[src/rtl/des_block_loader_if.sv]
// Byte-stream input and ciphertext output handshakes of des_block_loader.
//   in_byte/in_valid/in_last -> loader, in_ready <- loader
//   ct_out/ct_valid/ct_last  <- loader, ct_ready -> loader
// slave is the loader's view; master is the producer/consumer view.
interface des_block_loader_if;
  logic [7:0]  in_byte;
  logic        in_valid;
  logic        in_last;
  logic        in_ready;
  logic [63:0] ct_out;
  logic        ct_valid;
  logic        ct_ready;
  logic        ct_last;

  modport master (
    output in_byte, in_valid, in_last, ct_ready,
    input  in_ready, ct_out, ct_valid, ct_last
  );

  modport slave (
    input  in_byte, in_valid, in_last, ct_ready,
    output in_ready, ct_out, ct_valid, ct_last
  );
endinterface

[src/rtl/des_block_loader.sv]
// Front-end sequencer for the DES encrypt stage. Packs a plaintext byte stream
// into 64-bit blocks (first byte in [63:56]), applies PKCS#5 padding to the
// final block, holds each block on msg_out for ENC_LATENCY cycles, captures
// enc_in and offers it downstream via a valid/ready handshake.
// Ports:
//   clk, rst  - clock (rising edge), asynchronous active-high reset
//   bus       - slave side of des_block_loader_if (byte input, ct output)
//   msg_out   - block driven to the encrypt stage msg input
//   enc_in    - ciphertext from the encrypt stage output
//   busy      - high outside FILL or while a block is partially filled
module des_block_loader #(
  parameter int ENC_LATENCY = 16,
  parameter int CNT_W       = 8
) (
  input  logic                clk,
  input  logic                rst,
  des_block_loader_if.slave   bus,
  output logic [63:0]         msg_out,
  input  logic [63:0]         enc_in,
  output logic                busy
);

  typedef enum logic [1:0] {FILL, HOLD, OUT} state_t;

  localparam logic [63:0] PAD_BLOCK = 64'h0808080808080808;

  state_t           state, state_nx;
  logic [2:0]       cnt;
  logic [CNT_W-1:0] lat;
  logic             pad_pending;
  logic             last_flag;
  logic [63:0]      ct_out_q;
  logic             ct_valid_q;
  logic             ct_last_q;
  logic [63:0]      msg_nx;

  logic in_ready;
  logic accept;
  logic lat_done;
  logic hs;

  assign in_ready = (state == FILL);
  assign accept   = bus.in_valid && in_ready;
  assign lat_done = (lat == CNT_W'(ENC_LATENCY - 1));
  assign hs       = ct_valid_q && bus.ct_ready;

  assign bus.in_ready = in_ready;
  assign bus.ct_out   = ct_out_q;
  assign bus.ct_valid = ct_valid_q;
  assign bus.ct_last  = ct_last_q;
  assign busy         = (state != FILL) || (cnt != 3'd0);

  always_comb begin
    state_nx = state;
    case (state)
      FILL: if (accept && (bus.in_last || cnt == 3'd7)) state_nx = HOLD;
      HOLD: if (lat_done) state_nx = OUT;
      OUT:  if (hs) state_nx = pad_pending ? HOLD : FILL;
      default: state_nx = FILL;
    endcase
  end

  // The accepted byte and, on a short final block, every slot after it are
  // written in the same cycle so msg_out is complete on entry to HOLD.
  always_comb begin
    msg_nx = msg_out;
    if (state == FILL && accept) begin
      for (int unsigned i = 0; i < 8; i++) begin
        if (3'(i) == cnt)
          msg_nx[63-8*i -: 8] = bus.in_byte;
        else if (bus.in_last && 3'(i) > cnt)
          msg_nx[63-8*i -: 8] = 8'd7 - {5'd0, cnt};
      end
    end else if (state == OUT && hs) begin
      msg_nx = pad_pending ? PAD_BLOCK : '0;
    end
  end

  always_ff @(posedge clk or posedge rst) begin
    if (rst) begin
      state       <= FILL;
      cnt         <= '0;
      lat         <= '0;
      pad_pending <= 1'b0;
      last_flag   <= 1'b0;
      msg_out     <= '0;
      ct_out_q    <= '0;
      ct_valid_q  <= 1'b0;
      ct_last_q   <= 1'b0;
    end else begin
      state   <= state_nx;
      msg_out <= msg_nx;
      lat     <= (state == HOLD) ? lat + 1'b1 : '0;
      case (state)
        FILL: if (accept) begin
          cnt <= bus.in_last ? 3'd0 : cnt + 3'd1;
          if (bus.in_last && cnt == 3'd7) pad_pending <= 1'b1;
          else if (bus.in_last)           last_flag   <= 1'b1;
        end
        HOLD: if (lat_done) begin
          ct_out_q   <= enc_in;
          ct_last_q  <= last_flag && !pad_pending;
          ct_valid_q <= 1'b1;
        end
        OUT: if (hs) begin
          ct_valid_q <= 1'b0;
          if (pad_pending) begin
            pad_pending <= 1'b0;
            last_flag   <= 1'b1;
          end else begin
            last_flag <= 1'b0;
          end
        end
        default: ;
      endcase
    end
  end

endmodule

[src/flat_wrapper.sv]
// flat-port wrapper written by rule: the top's interface ports become plain ports
module des_block_loader_flat 
#(
  parameter int ENC_LATENCY = 16,
  parameter int CNT_W       = 8
)
  (clk, rst, msg_out, enc_in, busy, bus_in_byte, bus_in_valid, bus_in_last, bus_ct_ready, bus_in_ready, bus_ct_out, bus_ct_valid, bus_ct_last);
  des_block_loader_if bus_i ();
  input  logic clk;
  input  logic rst;
  output logic [63:0] msg_out;
  input  logic [63:0] enc_in;
  output logic busy;
  input wire logic [$bits(bus_i.in_byte)-1:0] bus_in_byte;
  input wire logic [$bits(bus_i.in_valid)-1:0] bus_in_valid;
  input wire logic [$bits(bus_i.in_last)-1:0] bus_in_last;
  input wire logic [$bits(bus_i.ct_ready)-1:0] bus_ct_ready;
  output wire logic [$bits(bus_i.in_ready)-1:0] bus_in_ready;
  output wire logic [$bits(bus_i.ct_out)-1:0] bus_ct_out;
  output wire logic [$bits(bus_i.ct_valid)-1:0] bus_ct_valid;
  output wire logic [$bits(bus_i.ct_last)-1:0] bus_ct_last;
  assign bus_i.in_byte = bus_in_byte;
  assign bus_i.in_valid = bus_in_valid;
  assign bus_i.in_last = bus_in_last;
  assign bus_i.ct_ready = bus_ct_ready;
  assign bus_in_ready = bus_i.in_ready;
  assign bus_ct_out = bus_i.ct_out;
  assign bus_ct_valid = bus_i.ct_valid;
  assign bus_ct_last = bus_i.ct_last;
  des_block_loader #(.ENC_LATENCY(ENC_LATENCY), .CNT_W(CNT_W)) u_core (.clk(clk), .rst(rst), .bus(bus_i), .msg_out(msg_out), .enc_in(enc_in), .busy(busy));
endmodule
[config.mk]
export PLATFORM = sky130hd
export DESIGN_NAME = des_block_loader_flat
export DESIGN_NICKNAME = d
export VERILOG_FILES = /design/src/rtl/des_block_loader_if.sv /design/src/rtl/des_block_loader.sv /design/src/flat_wrapper.sv
export SDC_FILE = /design/constraint.sdc
export NUM_CORES = 1
export LEC_CHECK = 0
export ABC_AREA = 1
export CELL_PAD_IN_SITES_DETAIL_PLACEMENT = 0
export CELL_PAD_IN_SITES_GLOBAL_PLACEMENT = 1
export CORE_MARGIN = 2
export CORE_UTILIZATION = 36
export DETAILED_ROUTE_END_ITERATION = 10
export HOLD_SLACK_MARGIN = 0.06
export PLACE_DENSITY = 0.84
export SLEW_MARGIN = 40
export SYNTH_ARGS = -nofsm -noshare
export SYNTH_HDL_FRONTEND = slang
export SYNTH_SLANG_ARGS = --single-unit
[constraint.sdc]
create_clock -name clk -period 7.6 [get_ports clk]
set_input_delay 1.14 -clock clk [delete_from_list [all_inputs] [get_ports clk]]
set_output_delay 1.14 -clock clk [all_outputs]
set_load 0.05 [all_outputs]
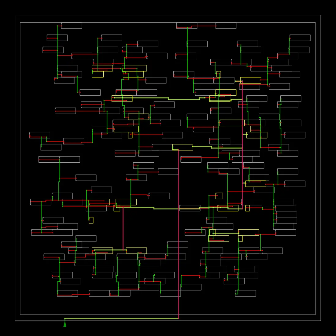
Figure 1: clock nets.
CTS sink count: 145
# clk buffers: 19
seq_cells: 145

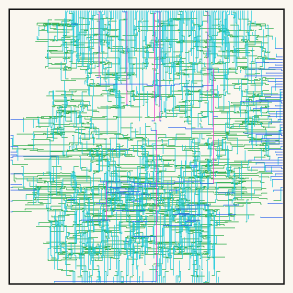
Figure 2: wiring by layer.
(2 px per µm)
- blue: metal 3 (wire length 902 µm)
- magenta: metal 4 (wire length 378 µm)
- green: metal 1 (wire length 8340 µm)
- cyan: metal 2 (wire length 8590 µm)

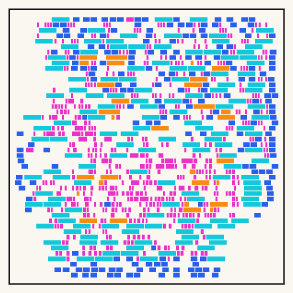
Figure 3: placed cells, one colour a class.
(2 px per µm)
- cyan: flops (cells 145)
- blue: other buffers and delay cells (cells 211)
- orange: clock drivers and dummy loads (cells 30)
- magenta: combinational and other logic (cells 557)

==> impl_metrics.tcl <==
# flow metrics
set metrics [dict create \
    wl_mm 18.22 \
    path_clk_slew_ns 0.06 \
    ant_nets 0 \
    fp-utilization_pct 36.75 \
    path_max_fanout 11 \
    synth_cells 730 \
    worstMarginPinSlew_ns 0.7151 \
    max_clock_freq_mhz 264.5 \
    grt_max_degree 95 \
    setup_violations 0 \
    cts_hold_buf 0 \
    post_drt_via_cell_ratio 4.750 \
    stdcell_area_um2 9116 \
    yosysMostFrequentCell "nand2_1" \
    final_max_slew_viol_count 0 \
    fin_worst_skew_ns 0.007015 \
    yosys_area_um2 6335 \
    grt_pass1_wl_mm 27.48 \
    finalNetCount 1019 \
    dpl_worst_slack_ns 4.154 \
    hold_class "flip-flop to flip-flop" \
    buffers_excl_clock 211 \
    dr_total_vias 5548 \
    numPortBuffers 208 \
    h-tree-depth 4 \
    area_delta_synth_final_pct 43.91 \
    worstPathRequired_ns 6.46 \
    critical_path_class "flip-flop to primary output" \
    hold_viol_final 0 \
    place_area_um2 8524 \
    ios 209 \
    fin_util_pct 52.89 \
    cp_slowest_cell "clkdlybuf4s50_1" \
    status "finished, final reports clean" \
    antenna_cells 0 \
    die-area_um2 18670 \
    groute.layer.met1.usage_pct 27.39 \
    drc 0 \
    power_w 0.003079 \
    area_leaders "dfrtp_1, nand2_1, nand3_1" \
    cap_violations 0 \
    syn_area_per_cell_um2 8.678 \
    seq_area_um2 3628 \
    cts_root_buf "clkbuf_16" \
    seq_share_pct 39.80 \
    synth_top_flop_cell "dfrtp_1" \
    logic_area_um2 2380 \
    comb_area_share_pct 26.10 \
    postCtsSetupBuffers 0 \
    edf_count 0 \
    clockBufferDepth 2 \
    synth_cell_types 33 \
    place_congestion 0.8701 \
    largest_class "sequential cells" \
    fin_crit_ns 3.780 \
    async_flop_share_pct 100.0 \
    top_area_share_pct 57.28 \
    whs_ns 0.4659 \
    fillerInstances 1611 \
    nWellTaps 225 \
    tns_ns 0 \
    fin_crit_sh_pct 49.74 \
    p_leak_nw 4.218 \
    critPathMaxStageDelay_ns 0.72 \
    n_all_inverters 32 \
    synth_flop_count 145 \
    yosysWarnings 0 \
    cts_resized 0 \
    yosysTopAreaCell "dfrtp_1" \
    drt-initial-drc-count 525 \
    cp_cell_sequence "inv_2, ha_1, inv_1, nor2_1, nand2_1, clkdlybuf4s50_1" \
    postSynthSeqShare_pct 57.28 \
    syn_area_um2 6335 \
    top_usage_layer "met2" \
    p_per_area_nw_per_um2 337.7 \
]
worst paths after layout:
path | startpoint | end | slack (ns) | depth (start not counted)
worst max-delay path | u_core.cnt[1]$_DFFE_PP0P_ | busy | 3.82 | 6
worst min-delay path | u_core.lat[0]$_DFF_PP0_ | u_core.lat[0]$_DFF_PP0_ | 0.47 | 1
worst max register to register | u_core.state[0]$_DFFE_PP0P_ | u_core.msg_out[52]$_DFFE_PP0P_ | 4.89 | 9
worst min register to register | u_core.lat[0]$_DFF_PP0_ | u_core.lat[0]$_DFF_PP0_ | 0.47 | 1
max in group asynchronous | rst | u_core.bus.ct_out[21]$_DFFE_PP0P_ | 5.22 | 3
min in group asynchronous | rst | u_core.bus.ct_out[6]$_DFFE_PP0P_ | 1.23 | 2
power breakdown:
group / total [W] / switching (W) / internal, W
Combinational: 0.00120 / 0.000825 / 0.000379
Sequential: 0.00103 / 0.000117 / 0.000912
Clock: 0.000845 / 0.000318 / 0.000527
Total: 0.00308 / 0.00126 / 0.00182
kinds of logic (layout without fill, tap and decap cells):
kind of cell,count (synthesis),after routing,synth area share (%)
simple gates,429,429,27.77
flops,145,145,57.28
compound gates,84,84,7.506
buf+inv,60,273,5.194
fa+ha+maj,10,10,1.975
xor+xnor,2,2,0.2766
flip-flops by register name, indices dropped and copies added (netlist names):
register and cells:
u_core.bus.ct_valid 1, u_core.msg_out 64, u_core.state 2, u_core.lat 8, u_core.pad_pending 1, u_core.cnt 3
u_core.bus.ct_out 64, u_core.last_flag 1, u_core.bus.ct_last 1
worst max-delay path: cells and delay by family (launching register included):
| family | cells | cell delay (ns) |
|---|---|---|
| DFF | 1 | 0.53 |
| adders and majority gates | 1 | 0.27 |
| and+or+nand+nor | 2 | 0.43 |
| buffers and inverters | 3 | 0.99 |
Power is estimated from default activity; no workload was simulated.
